==> config.mk <==
export PLATFORM = sky130hd
export DESIGN_NAME = ccff_chain_loader_flat
export DESIGN_NICKNAME = d
export VERILOG_FILES = /design/src/rtl/ccff_chain_loader_if.sv /design/src/rtl/ccff_chain_loader.sv /design/src/flat_wrapper.sv
export SDC_FILE = /design/constraint.sdc
export NUM_CORES = 1
export LEC_CHECK = 0
export CAP_MARGIN = 20
export CORE_ASPECT_RATIO = 1.5
export CORE_MARGIN = 2
export CORE_UTILIZATION = 45
export DETAILED_ROUTE_END_ITERATION = 12
export PLACE_DENSITY = 0.78
export SLEW_MARGIN = 20
export SYNTH_ARGS = -nofsm -noshare
export SYNTH_HDL_FRONTEND = slang
export SYNTH_SLANG_ARGS = --single-unit
==> constraint.sdc <==
create_clock -name prog_clk -period 1.56 [get_ports prog_clk]
set_clock_uncertainty 0.15 [all_clocks]
set_input_delay 0.156 -clock prog_clk [delete_from_list [all_inputs] [get_ports prog_clk]]
set_output_delay 0.156 -clock prog_clk [all_outputs]
set_load 0.005 [all_outputs]
==> src/rtl/ccff_chain_loader_if.sv <==
// ============================================================================
// Module      : ccff_chain_loader_if
// Description : Valid/ready bitstream word stream feeding ccff_chain_loader.
// Revision    : 1.0 - initial release
// ============================================================================
`default_nettype none

interface ccff_chain_loader_if #(
   parameter int WORD_W = 8
);
   logic [WORD_W-1:0] cfg_data;
   logic              cfg_valid;
   logic              cfg_ready;

   modport master (output cfg_data, output cfg_valid, input cfg_ready);
   modport slave  (input cfg_data, input cfg_valid, output cfg_ready);
endinterface

`default_nettype wire

==> src/rtl/ccff_chain_loader.sv <==
// ============================================================================
// Module      : ccff_chain_loader
// Description : Serializes bitstream words LSB-first into a configuration
//               chain, gating the chain clock so it only shifts on fresh bits.
//               Optional recirculating CRC verify: CCFF_LOADER_VERIFY_EN.
// Revision    : 1.0 - initial release
// ============================================================================
`default_nettype none

module ccff_chain_loader #(
   parameter int CHAIN_LEN = 5,
   parameter int WORD_W    = 8
) (
   input  logic                prog_clk,
   input  logic                prog_reset,
   input  logic                start,
   ccff_chain_loader_if.slave  cfg,
   output logic                ccff_head,
   input  logic                ccff_tail,
   output logic                chain_clk_en,
   output logic                busy,
   output logic                done,
   output logic                verify_fail
);

   localparam int BCW = $clog2(CHAIN_LEN + 1);
   localparam int WCW = $clog2(WORD_W + 1);
   localparam logic [BCW-1:0] LAST_BIT  = BCW'(CHAIN_LEN - 1);
   localparam logic [WCW-1:0] LAST_WBIT = WCW'(WORD_W - 1);

`ifdef CCFF_LOADER_VERIFY_EN
   typedef enum logic [2:0] {
      S_IDLE      = 3'd0,
      S_WAIT_WORD = 3'd1,
      S_SHIFT     = 3'd2,
      S_DONE      = 3'd3,
      S_VERIFY    = 3'd4
   } state_t;
`else
   typedef enum logic [2:0] {
      S_IDLE      = 3'd0,
      S_WAIT_WORD = 3'd1,
      S_SHIFT     = 3'd2,
      S_DONE      = 3'd3
   } state_t;
`endif

   state_t             state_q, state_d;
   logic [WORD_W-1:0]  sreg_q, sreg_d;
   logic [BCW-1:0]     bit_cnt_q, bit_cnt_d;
   logic [WCW-1:0]     word_cnt_q, word_cnt_d;

`ifdef CCFF_LOADER_VERIFY_EN
   logic [15:0]        crc_ld_q, crc_ld_d;
   logic [15:0]        crc_rb_q, crc_rb_d;
   logic               verify_fail_q, verify_fail_d;

   // Serial CRC-16-CCITT, MSB-first register, one data bit per call.
   function automatic logic [15:0] crc_step(input logic [15:0] c, input logic b);
      logic fb;
      fb = c[15] ^ b;
      return {c[14:0], 1'b0} ^ (fb ? 16'h1021 : 16'h0000);
   endfunction

   assign verify_fail = verify_fail_q;
`else
   logic unused_tail;
   assign unused_tail = ccff_tail;
   assign verify_fail = 1'b0;
`endif

   always_ff @(posedge prog_clk) begin
      if (prog_reset) begin
         state_q       <= S_IDLE;
         sreg_q        <= '0;
         bit_cnt_q     <= '0;
         word_cnt_q    <= '0;
`ifdef CCFF_LOADER_VERIFY_EN
         crc_ld_q      <= '0;
         crc_rb_q      <= '0;
         verify_fail_q <= 1'b0;
`endif
      end else begin
         state_q       <= state_d;
         sreg_q        <= sreg_d;
         bit_cnt_q     <= bit_cnt_d;
         word_cnt_q    <= word_cnt_d;
`ifdef CCFF_LOADER_VERIFY_EN
         crc_ld_q      <= crc_ld_d;
         crc_rb_q      <= crc_rb_d;
         verify_fail_q <= verify_fail_d;
`endif
      end
   end

   always_comb begin
      state_d       = state_q;
      sreg_d        = sreg_q;
      bit_cnt_d     = bit_cnt_q;
      word_cnt_d    = word_cnt_q;
      cfg.cfg_ready = 1'b0;
      ccff_head     = 1'b0;
      chain_clk_en  = 1'b0;
      busy          = 1'b0;
      done          = 1'b0;
`ifdef CCFF_LOADER_VERIFY_EN
      crc_ld_d      = crc_ld_q;
      crc_rb_d      = crc_rb_q;
      verify_fail_d = verify_fail_q;
`endif
      case (state_q)
         S_IDLE: begin
            if (start) begin
               state_d   = S_WAIT_WORD;
               bit_cnt_d = '0;
`ifdef CCFF_LOADER_VERIFY_EN
               crc_ld_d      = 16'hFFFF;
               verify_fail_d = 1'b0;
`endif
            end
         end
         S_WAIT_WORD: begin
            cfg.cfg_ready = 1'b1;
            busy          = 1'b1;
            if (cfg.cfg_valid) begin
               sreg_d     = cfg.cfg_data;
               word_cnt_d = '0;
               state_d    = S_SHIFT;
            end
         end
         S_SHIFT: begin
            busy         = 1'b1;
            chain_clk_en = 1'b1;
            ccff_head    = sreg_q[0];
            sreg_d       = sreg_q >> 1;
            bit_cnt_d    = bit_cnt_q + BCW'(1);
            word_cnt_d   = word_cnt_q + WCW'(1);
`ifdef CCFF_LOADER_VERIFY_EN
            crc_ld_d     = crc_step(crc_ld_q, sreg_q[0]);
`endif
            // The chain-length limit wins over the word boundary.
            if (bit_cnt_q == LAST_BIT) begin
`ifdef CCFF_LOADER_VERIFY_EN
               state_d   = S_VERIFY;
               bit_cnt_d = '0;
               crc_rb_d  = 16'hFFFF;
`else
               state_d   = S_DONE;
`endif
            end else if (word_cnt_q == LAST_WBIT) begin
               state_d = S_WAIT_WORD;
            end
         end
`ifdef CCFF_LOADER_VERIFY_EN
         S_VERIFY: begin
            busy         = 1'b1;
            chain_clk_en = 1'b1;
            ccff_head    = ccff_tail;
            crc_rb_d     = crc_step(crc_rb_q, ccff_tail);
            bit_cnt_d    = bit_cnt_q + BCW'(1);
            if (bit_cnt_q == LAST_BIT) begin
               verify_fail_d = (crc_ld_q != crc_rb_d);
               state_d       = S_DONE;
            end
         end
`endif
         S_DONE: begin
            done    = 1'b1;
            state_d = S_IDLE;
         end
         default: state_d = S_IDLE;
      endcase
   end

endmodule

`default_nettype wire
==> src/flat_wrapper.sv <==
// flat-port wrapper written by rule: the top's interface ports become plain ports
module ccff_chain_loader_flat 
#(
   parameter int CHAIN_LEN = 5,
   parameter int WORD_W    = 8
)
  (prog_clk, prog_reset, start, ccff_head, ccff_tail, chain_clk_en, busy, done, verify_fail, cfg_cfg_data, cfg_cfg_valid, cfg_cfg_ready);
  ccff_chain_loader_if #(.WORD_W(WORD_W)) cfg_i ();
  input  logic prog_clk;
  input  logic prog_reset;
  input  logic start;
  output logic ccff_head;
  input  logic ccff_tail;
  output logic chain_clk_en;
  output logic busy;
  output logic done;
  output logic verify_fail;
  input wire logic [$bits(cfg_i.cfg_data)-1:0] cfg_cfg_data;
  input wire logic [$bits(cfg_i.cfg_valid)-1:0] cfg_cfg_valid;
  output wire logic [$bits(cfg_i.cfg_ready)-1:0] cfg_cfg_ready;
  assign cfg_i.cfg_data = cfg_cfg_data;
  assign cfg_i.cfg_valid = cfg_cfg_valid;
  assign cfg_cfg_ready = cfg_i.cfg_ready;
  ccff_chain_loader #(.CHAIN_LEN(CHAIN_LEN), .WORD_W(WORD_W)) u_core (.prog_clk(prog_clk), .prog_reset(prog_reset), .start(start), .cfg(cfg_i), .ccff_head(ccff_head), .ccff_tail(ccff_tail), .chain_clk_en(chain_clk_en), .busy(busy), .done(done), .verify_fail(verify_fail));
endmodule
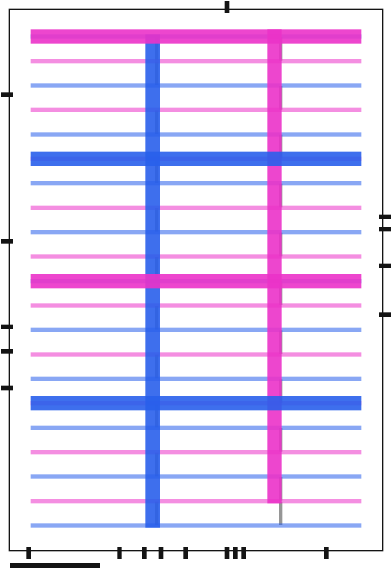
Figure 1: run 1, power grid.
Bar = 10 µm. Pins as bars on the die edge. Tap cells in gray.
legend:
  VSS:
    color: blue
  VDD:
    color: magenta
signal pins: 19
met1 rails: 21
tap cells: 22
floorplan core area: 0.002002 mm²
height of the chip: 60.08 µm
maximum ir drop on the vdd rail: 1.145 mV
die extent in x: 41.39 µm

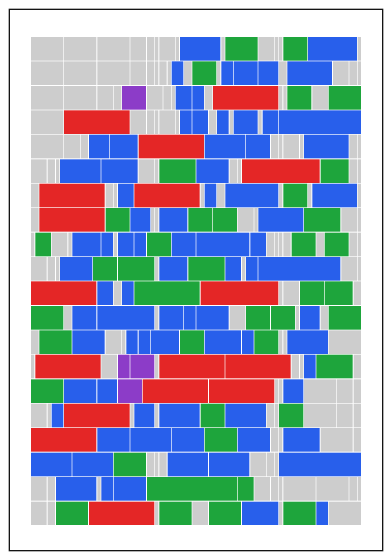
Figure 2: run 1, placed cells, one color a class.
Fill, decap, tap and diode cells in gray.
legend:
  all other logic:
    color: blue
    cells: 80
  other buffers and delay cells:
    color: green
    cells: 41
  flops:
    color: red
    cells: 17
  clock drivers and dummy loads:
    color: purple
    cells: 4

==> out/results.md, run 1 <==
| Metric | Reported |
|---|---|
| Outcome | finished, violations left |
| Violated checks | setup timing |
| Top cell excl fill/tap | buf_4 |
| Net switching component of the power | 972.3 µW |
| Yosys chip area | 943.4 µm² |
| DRC violation count after routing | 0 |
| Sum Neg Setup Slack | -0.8754 ns |
| Clock power share | 0.097 |
| Unrepaired setup endpoints after global routing | yes |
| Most numerous logic cells after layout | 18 x buf_4, 15 x dfxtp_1, 11 x clkdlybuf4s50_1 |
| Reg-to-reg slack, setup | -0.21 ns |
| Post-synthesis cell area | 943.4 µm² |
| Worst hold path endpoint | u_core.sreg_q[7]$_SDFFE_PP0P_ |
| Yosys warning count | 0 |
| Reg area | 347.8 µm² |
| Number of antenna cells inserted | 0 |
| FMAX | 564.4 MHz |
| Hold WS | 0.2710 ns |
| Layout-stage area growth over the synthesis result | 59.95% |
| Lkg Pwr | 0.5875 nW |
| Number of tap instances | 22 |
| Clock group | 241 µW |
| Total of buffers placed on input and output ports | 16 |
| Multiplexer fraction of the synthesized cell area | 0.08621 |
| CTS Root Cell | clkbuf_4 |
| Clock Pin Slew Worst Setup and Hold Paths | 0.10 ns |
| Number of global-route vias before repair | 936 |
| Hold crit path type | in -> reg |
| Post-placement worst setup slack | -0.1630 ns |
| Initial cell density of the core | 0.4713 |
| Count of pins on the block boundary | 19 |
| Start-to-end type of the worst setup path | reg -> reg |
| XOR/XNOR Area Share | 0 |
| Part of the power in registers | 0.269 |
| Share of the cycle needed by the critical path after routing | 1.136 |
| Global-route wire length before repair | 3.946 mm |
| Starting DRC count in detailed routing | 35 |
| Final Non-Filler Cells | 164 |
| Final worst slack | -0.2117 ns |
| Count of antenna-violating nets left after detailed routing | 0 |
| Non-clock buffering overhead | 0.2562 |
| Count of pins over their slew limit | 0 |
| Final worst path period need | 1.772 ns |
| Final Util | 0.7538 |
| Final Cell Area | 0.001509 mm² |
| Overflow left after global routing | 0 |
| Adder and majority gate portion of the synthesized area | 0.09284 |
| Combinational cell area excluding buffers and inverters | 699.4 µm² |
| Yosys reg bits | 17 |
| Post-Syn Area per Cell | 9.071 µm² |
| Largest contributor to cell area by class | combinational gates |
| Final total power | 2.478 mW |
| Initial antenna violation count | 0 |
| FP Rows | 20 |
| Crit path depth | 6 |
| Power in combinational cells | 1.57 mW |
| Routability Congestion | 0.8031 |
| Power density normalized to cell area | 1642 mW/mm² |
| Highest cell delay on the worst timing path | 0.37 ns |
| Reg2Reg Depth | 6 |
| Setup crit start | u_core.state_q[0]$_SDFFE_PP0P_ |
| Switching portion of total power | 0.3924 |
| Synthesized-area fraction occupied by ao, oa, aoi and oai cells | 0.1671 |
| Clkbuf count | 4 |
| Setup-failing EPs final | 13 |
| Highest fanout seen on the critical path | 3 |
| Combinational share of cell area | 0.4635 |
| Inverter count of the layout excluding clock inverters | 5 |
| Total Nets Final | 163 |
| Comb power frac | 0.634 |
| Number of multi-input combinational cells | 75 |
| Launch point of the worst hold path | cfg_cfg_data[7] |
| Worst-case clock buffer depth | 2 |
| Critical path data required time | 1.61 ns |
| Pwr top | combinational logic |
| Worst Hold Depth | 3 |
| H-tree level count | 1 |
| Clock insertion delay at the later pin of the skew report | 0.30 ns |
| Via density per instance | 5.482 |
| Internal power | 1.506 mW |
| Yosys simple share | 0.2082 |
| Dominant kind of combinational cell | simple AND/OR/NAND/NOR gates |
| Number of fill cells | 137 |
| Cell Chain, Critical Path | buf_6 > ha_4 > nor2b_4 > a311oi_2 > o21ai_1 > a32o_1 |
| Largest net degree at the start of global routing | 11 |
| Buffers and inverters on the worst path | 1 |
| Sequential-cell power consumption | 667 µW |
| Worst EP arrival | 1.82 ns |
| Master of the slowest instance on the critical path | dfxtp_4 |
| Max_cap viols | 0 |
| Sequential share of cell area | 0.2305 |
| Total die size | 0.002486 mm² |
| Kind of start point of the critical path | flop |
| Count of sequential standard cells | 17 |
| Final-report hold violation count | 0 |
| Distinct cell type count after synthesis | 31 |
| CTS tree | built |
| Synthesized net count | 124 |
| Number of clock buffers inserted by TritonCTS | 3 |
| DP HPWL | 1.578 mm |
| Final clock-cell share | 0.01741 |
| Count of buffers not belonging to the clock network in the layout | 41 |
| Kind of cell adding the most delay to the critical path | AND-OR/OR-AND gates |
| Placement Cell Area | 0.001239 mm² |
| Category of the worst setup path capture point | flop |
| Tool Warnings | 33 |
| Number of standard cells reported by yosys | 104 |
| Crit Reg-Reg Endpoint | u_core.state_q[1]$_SDFFE_PP0P_ |
| Destination of the critical timing path | u_core.state_q[1]$_SDFFE_PP0P_ |
| Fraction of the yosys area taken by sequential cells | 0.3607 |
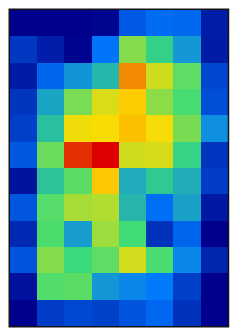
Figure 3: run 1, wiring heat map.
8 x 12 tiles, from dark blue (low) to red (high), scaled to the fullest tile. Values are wire area over tile area, all layers added.
nearly empty tiles: 9.4%
tiles over half the peak: 34%
fullest tile: 0.48
detailed-route wire length: 2.658 mm
total vias in the final route: 899
all-layer global routing usage: 0.2393
wire per inst: 16.21 µm

[run 1: state kept, by name, summed over array words and instances (netlist names)]
signal             count
u_core.word_cnt_q      4
u_core.state_q         2
u_core.bit_cnt_q       3
u_core.sreg_q          8
[run 1: tightest hold or removal path, delay by kind of cell]
kind                   cells  cell delay [ns]
buffers and inverters      1             0.39
AND/OR/NAND/NOR            1             0.08
AND-OR/OR-AND              1             0.05
[run 1: cell usage after synthesis]
library cell,number,area [µm²]
buf_2,1,5.000
dfxtp_1,17,340.3
a22oi_1,1,7.510
o21ai_0,3,15.01
nand2_1,7,26.28
nor2_1,12,45.04
a211oi_1,9,67.56
nand3_1,4,20.02
o21ai_1,1,5.000
nor2b_1,3,18.77
mux2i_1,7,70.07
clkbuf_1,1,3.750
nand2b_4,1,13.76
mux2_2,1,11.26
a32oi_1,1,8.760
a32o_1,1,10.01
a21oi_1,4,20.02
nand2b_1,2,12.51
and2_1,2,12.51
a311oi_2,1,15.01
a31o_2,1,8.760
inv_1,5,18.77
conb_1,1,3.750
buf_6,3,33.78
or2b_1,1,7.510
ha_1,7,87.58
nand3_2,1,10.01
nor4_1,1,6.260
nand3b_1,2,15.01
buf_4,2,15.01
or3b_1,1,8.760
[run 1: per-layer routing]
metal	part of all wire	vias up	global-route usage
met5	0	-	0
met4	0.049	0	0.1567
met3	0.024	12	0.04089
met2	0.57	22	0.4152
met1	0.36	423	0.2419
li1	-	442	-
[run 1: repair_timing]
| item | CTS | global route |
|---|---|---|
| resized | 33 | 19 |
| pin swaps | 10 | 8 |
| buffers inserted | 6 | 1 |
| cloned | 1 | 0 |
| hold buffers | 0 | 0 |
| setup endpoints to repair | 20 | 21 |
Figure 4. I/O nets highlighted (run 1).
Bar = 10 µm.
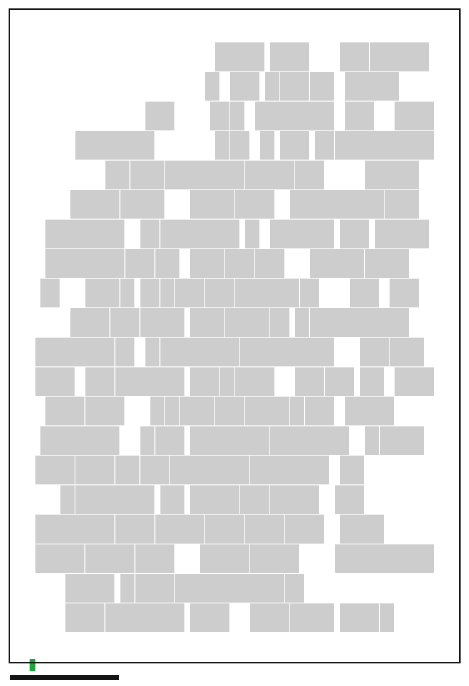

==> run 2, diff against run 1 <==
--- a/config.mk
+++ b/config.mk
@@ -5,11 +5,11 @@
 export SDC_FILE = /design/constraint.sdc
 export NUM_CORES = 1
 export LEC_CHECK = 0
-export CAP_MARGIN = 20
 export CORE_ASPECT_RATIO = 1.5
 export CORE_MARGIN = 2
 export CORE_UTILIZATION = 45
 export DETAILED_ROUTE_END_ITERATION = 12
+export GPL_TIMING_DRIVEN = 0
 export PLACE_DENSITY = 0.78
 export SLEW_MARGIN = 20
 export SYNTH_ARGS = -nofsm -noshare
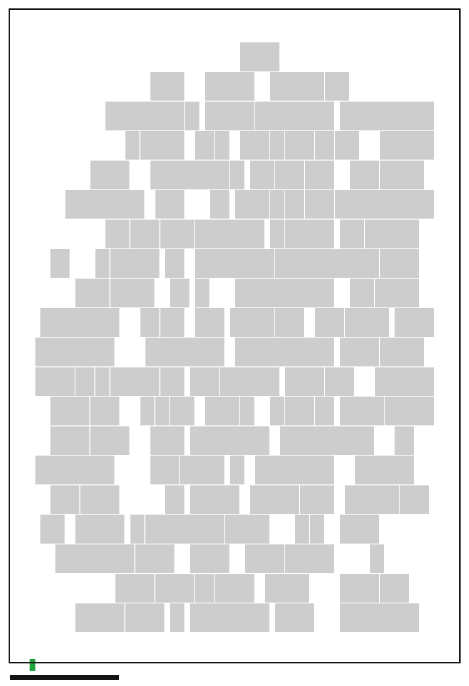
Figure 5: run 2, I/O nets highlighted.
Bar = 10 µm.
legend:
  ccff_tail:
    color: green
    bits: 1
    direction: input
    edge: bottom
    end_cells: 0
    buffers: 0
total of buffers placed on input and output ports: 15
count of pins on the block boundary: 19

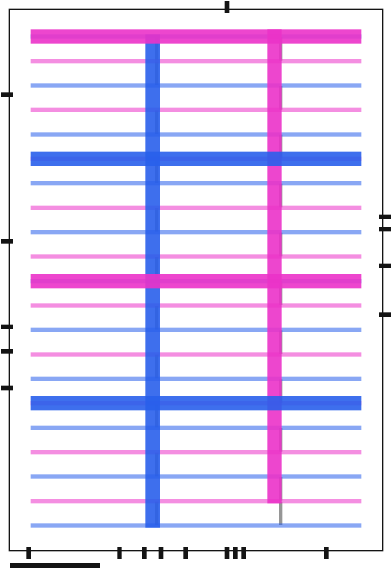
Figure 6: run 2, power grid.
Bar = 10 µm. Pins as bars on the die edge. Tap cells in gray.
legend:
  VSS:
    color: blue
  VDD:
    color: magenta
met1 rails: 21
signal pins: 19

==> out/results.md, run 2 <==
| Metric | Reported |
|---|---|
| Number of clock buffers inserted by TritonCTS | 3 |
| Share of the cycle needed by the critical path after routing | 1.068 |
| Setup-failing EPs final | 10 |
| Pwr top | combinational logic |
| Largest net degree at the start of global routing | 11 |
| GRT met1 Usage | 0.2640 |
| Placement Cell Area | 0.001146 mm² |
| Register ranked first by flip-flop count | u_core.sreg_q |
| Reg area | 347.8 µm² |
| Highest fanout seen on the critical path | 3 |
| Power density normalized to cell area | 1651 mW/mm² |
| Post-CTS setup-driven buffer insertion count | 10 |
| Clock power share | 0.101 |
| Via density per instance | 5.331 |
| CTS Root Cell | clkbuf_4 |
| Yosys reg bits | 17 |
| Count of library flops with an enable pin | 0 |
| Clock insertion delay at the later pin of the skew report | 0.31 ns |
| Number of global-route vias before repair | 866 |
| Post-synthesis instance total | 104 |
| Count of pins over their slew limit | 0 |
| Critical path data required time | 1.25 ns |
| Share of layout cells above drive strength 1 | 0.4326 |
| Die extent in x | 41.39 µm |
| Wire per inst | 14.57 µm |
| CTS resizes | 37 |
| Unrepaired setup endpoints after global routing | yes |
| Clock group | 245 µW |
| Synthesized net count | 124 |
| Worst-case clock buffer depth | 2 |
| Slew at the pin closest to its max-slew limit | 0.5409 ns |
| Final-report hold violation count | 0 |
| DP HPWL | 1.390 mm |
| Lkg Pwr | 0.5630 nW |
| Router iterations before antenna repair | 4 |
| Relative slew slack | 0.6394 |
| DR WL met3 | 76 µm |
| Met2 Routed Length | 1.231 mm |
| Count of antenna-violating nets left after detailed routing | 0 |
| Most numerous cell types in the synthesized netlist | 17 x dfxtp_1, 12 x nor2_1, 9 x a211oi_1 |
| Yosys warning count | 0 |
| Routability Congestion | 0.8103 |
| Hold-fix buffers, CTS | 1 |
| Asr flop ratio synth | 0 |
| FP Rows | 20 |
| DRC violation count after routing | 0 |
| H-tree level count | 1 |
| Clock Sink Count | 17 |
| Height of the chip | 60.08 µm |
| Number of antenna cells inserted | 0 |
| Global-route wire length before repair | 3.829 mm |
| Total vias in the final route | 869 |
| Number of flip-flops under the largest register name | 8 |
| Number of standard cells reported by yosys | 104 |
| Total die size | 0.002486 mm² |
| Comb power frac | 0.630 |
| Detailed-route wire length | 2.375 mm |
| Kind of start point of the critical path | flop |
| Fraction of synthesized cell area taken by the top area cell type | 0.3607 |
| Start-to-end type of the worst setup path | reg -> out |
| Sequential-cell power consumption | 655 µW |
| Clock Pin Slew Worst Setup and Hold Paths | 0.11 ns |
| Post-synth top flop | dfxtp_1 |
| Total routed wire length on the met1 layer | 1.022 mm |
| Initial cell density of the core | 0.4713 |
| Most numerous logic cells after layout | 15 x dfxtp_1, 10 x buf_6, 10 x buf_4, 10 x clkdlybuf4s50_1, 9 x nor2_1 |
| Distinct cell type count after synthesis | 31 |
| Top Registers | u_core.sreg_q (8), u_core.word_cnt_q (4), u_core.bit_cnt_q (3) |
| Internal power | 1.500 mW |
| Part of the power in registers | 0.269 |
| Violated checks | setup timing |
| CTS tree | built |
| Layout-stage area growth over the synthesis result | 56.10% |
| Fraction of the yosys area taken by sequential cells | 0.3607 |
| Floorplan core area | 0.002002 mm² |
| Overflow left after global routing | 0 |
| Sum Neg Setup Slack | -0.3409 ns |
| Tool Warnings | 33 |
| FMAX | 600.3 MHz |
| Hold crit path type | in -> reg |
| Dominant cell by count in the synthesized netlist | dfxtp_1 |
| Final worst slack | -0.1059 ns |
| Power in combinational cells | 1.53 mW |
| Final worst path period need | 1.666 ns |
| Final Cell Area | 0.001473 mm² |
| Top Metal Used | met4 |
| Outcome | finished, violations left |
| Yosys chip area | 943.4 µm² |
| Post-placement worst setup slack | -0.4210 ns |
| Top cells by area | dfxtp_1 36%, ha_1 9.3%, mux2i_1 7.4% |
| Net switching component of the power | 930.8 µW |
| Max_cap viols | 0 |
| Met2 Track Usage GR | 0.3750 |
| Worst EP arrival | 1.36 ns |
| Top cell excl fill/tap | dfxtp_1 |
| Post-Syn Area per Cell | 9.071 µm² |
| Global route hottest layer | met2 |
| All-layer global routing usage | 0.2289 |
| Switching portion of total power | 0.3829 |
| Starting DRC count in detailed routing | 14 |
| Category of the worst setup path capture point | output pin |
| Initial antenna violation count | 0 |
| Maximum ir drop on the vdd rail | 1.091 mV |
| GR met3 Demand/Resource | 0.04461 |
| Combinational cell area excluding buffers and inverters | 664.4 µm² |
| Synth area leader | dfxtp_1 |
| Total Nets Final | 162 |
| Post-synthesis cell area | 943.4 µm² |
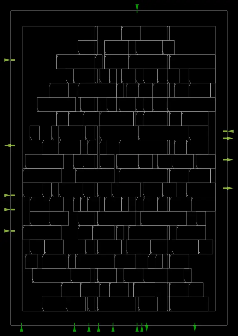
Figure 7: run 2, placed standard cells.
sequential share of cell area: 0.2362
Final Non-Filler Cells: 163
number of fill cells: 141

-- run 2: cell counts after synthesis --
No cell type changed its count.
-- run 2: final cells by class --
cell class / count / area share
inverter: 5 / 0.01614
sequential: 17 / 0.2362
clock inverter: 1 / 0.003398
multi-input combinational: 75 / 0.4511
timing repair buffer: 33 / 0.2124
tap: 22 / 0.01869
clock buffer: 3 / 0.01529
buffer: 7 / 0.04673
-- run 2: worst paths after layout --
kind	start	to	slack (ns)	cells past startpoint
worst max-delay path	u_core.state_q[0]$_SDFFE_PP0P_	ccff_head	-0.11	6
worst min-delay path	cfg_cfg_data[7]	u_core.sreg_q[7]$_SDFFE_PP0P_	0.27	3
worst max register to register	u_core.state_q[1]$_SDFFE_PP0P_	u_core.state_q[1]$_SDFFE_PP0P_	-0.08	6
worst min register to register	u_core.sreg_q[7]$_SDFFE_PP0P_	u_core.sreg_q[7]$_SDFFE_PP0P_	0.32	2
-- run 2: logic make-up after synthesis --
logic type               synth area share
AND-OR/OR-AND                      0.1671
adder cells (fa/ha/maj)           0.09283
multiplexers                      0.08621
flip-flops                         0.3607
buffers and inverters             0.08089
AND/OR/NAND/NOR                    0.2082
other                            0.003975
-- run 2: worst max-delay path, cell delays in order (launching register included) --
cell and delay, ns:
dfxtp_4 0.38, inv_4 0.05, ha_4 0.16, buf_8 0.12, buf_8 0.11, and2_4 0.13, buf_6 0.10
-- run 2: metrics by stage --
| stage | instances | hold slack, ns | utilization | total power [mW] |
|---|---|---|---|---|
| detailed placement | 141 | 0.2949 | 0.5725 | 1.552 |
| finish | 163 | 0.2718 | 0.7356 | 2.431 |
| CTS | 158 | 0.2804 | 0.6819 | 2.166 |
| global route | 163 | 0.2820 | 0.7356 | 2.590 |
| floorplan | 104 | 0.1699 | - | 1.305 |
| global placement | 141 | 0.2923 | 0.5725 | 1.520 |
Power and IR drop assume default switching activity.
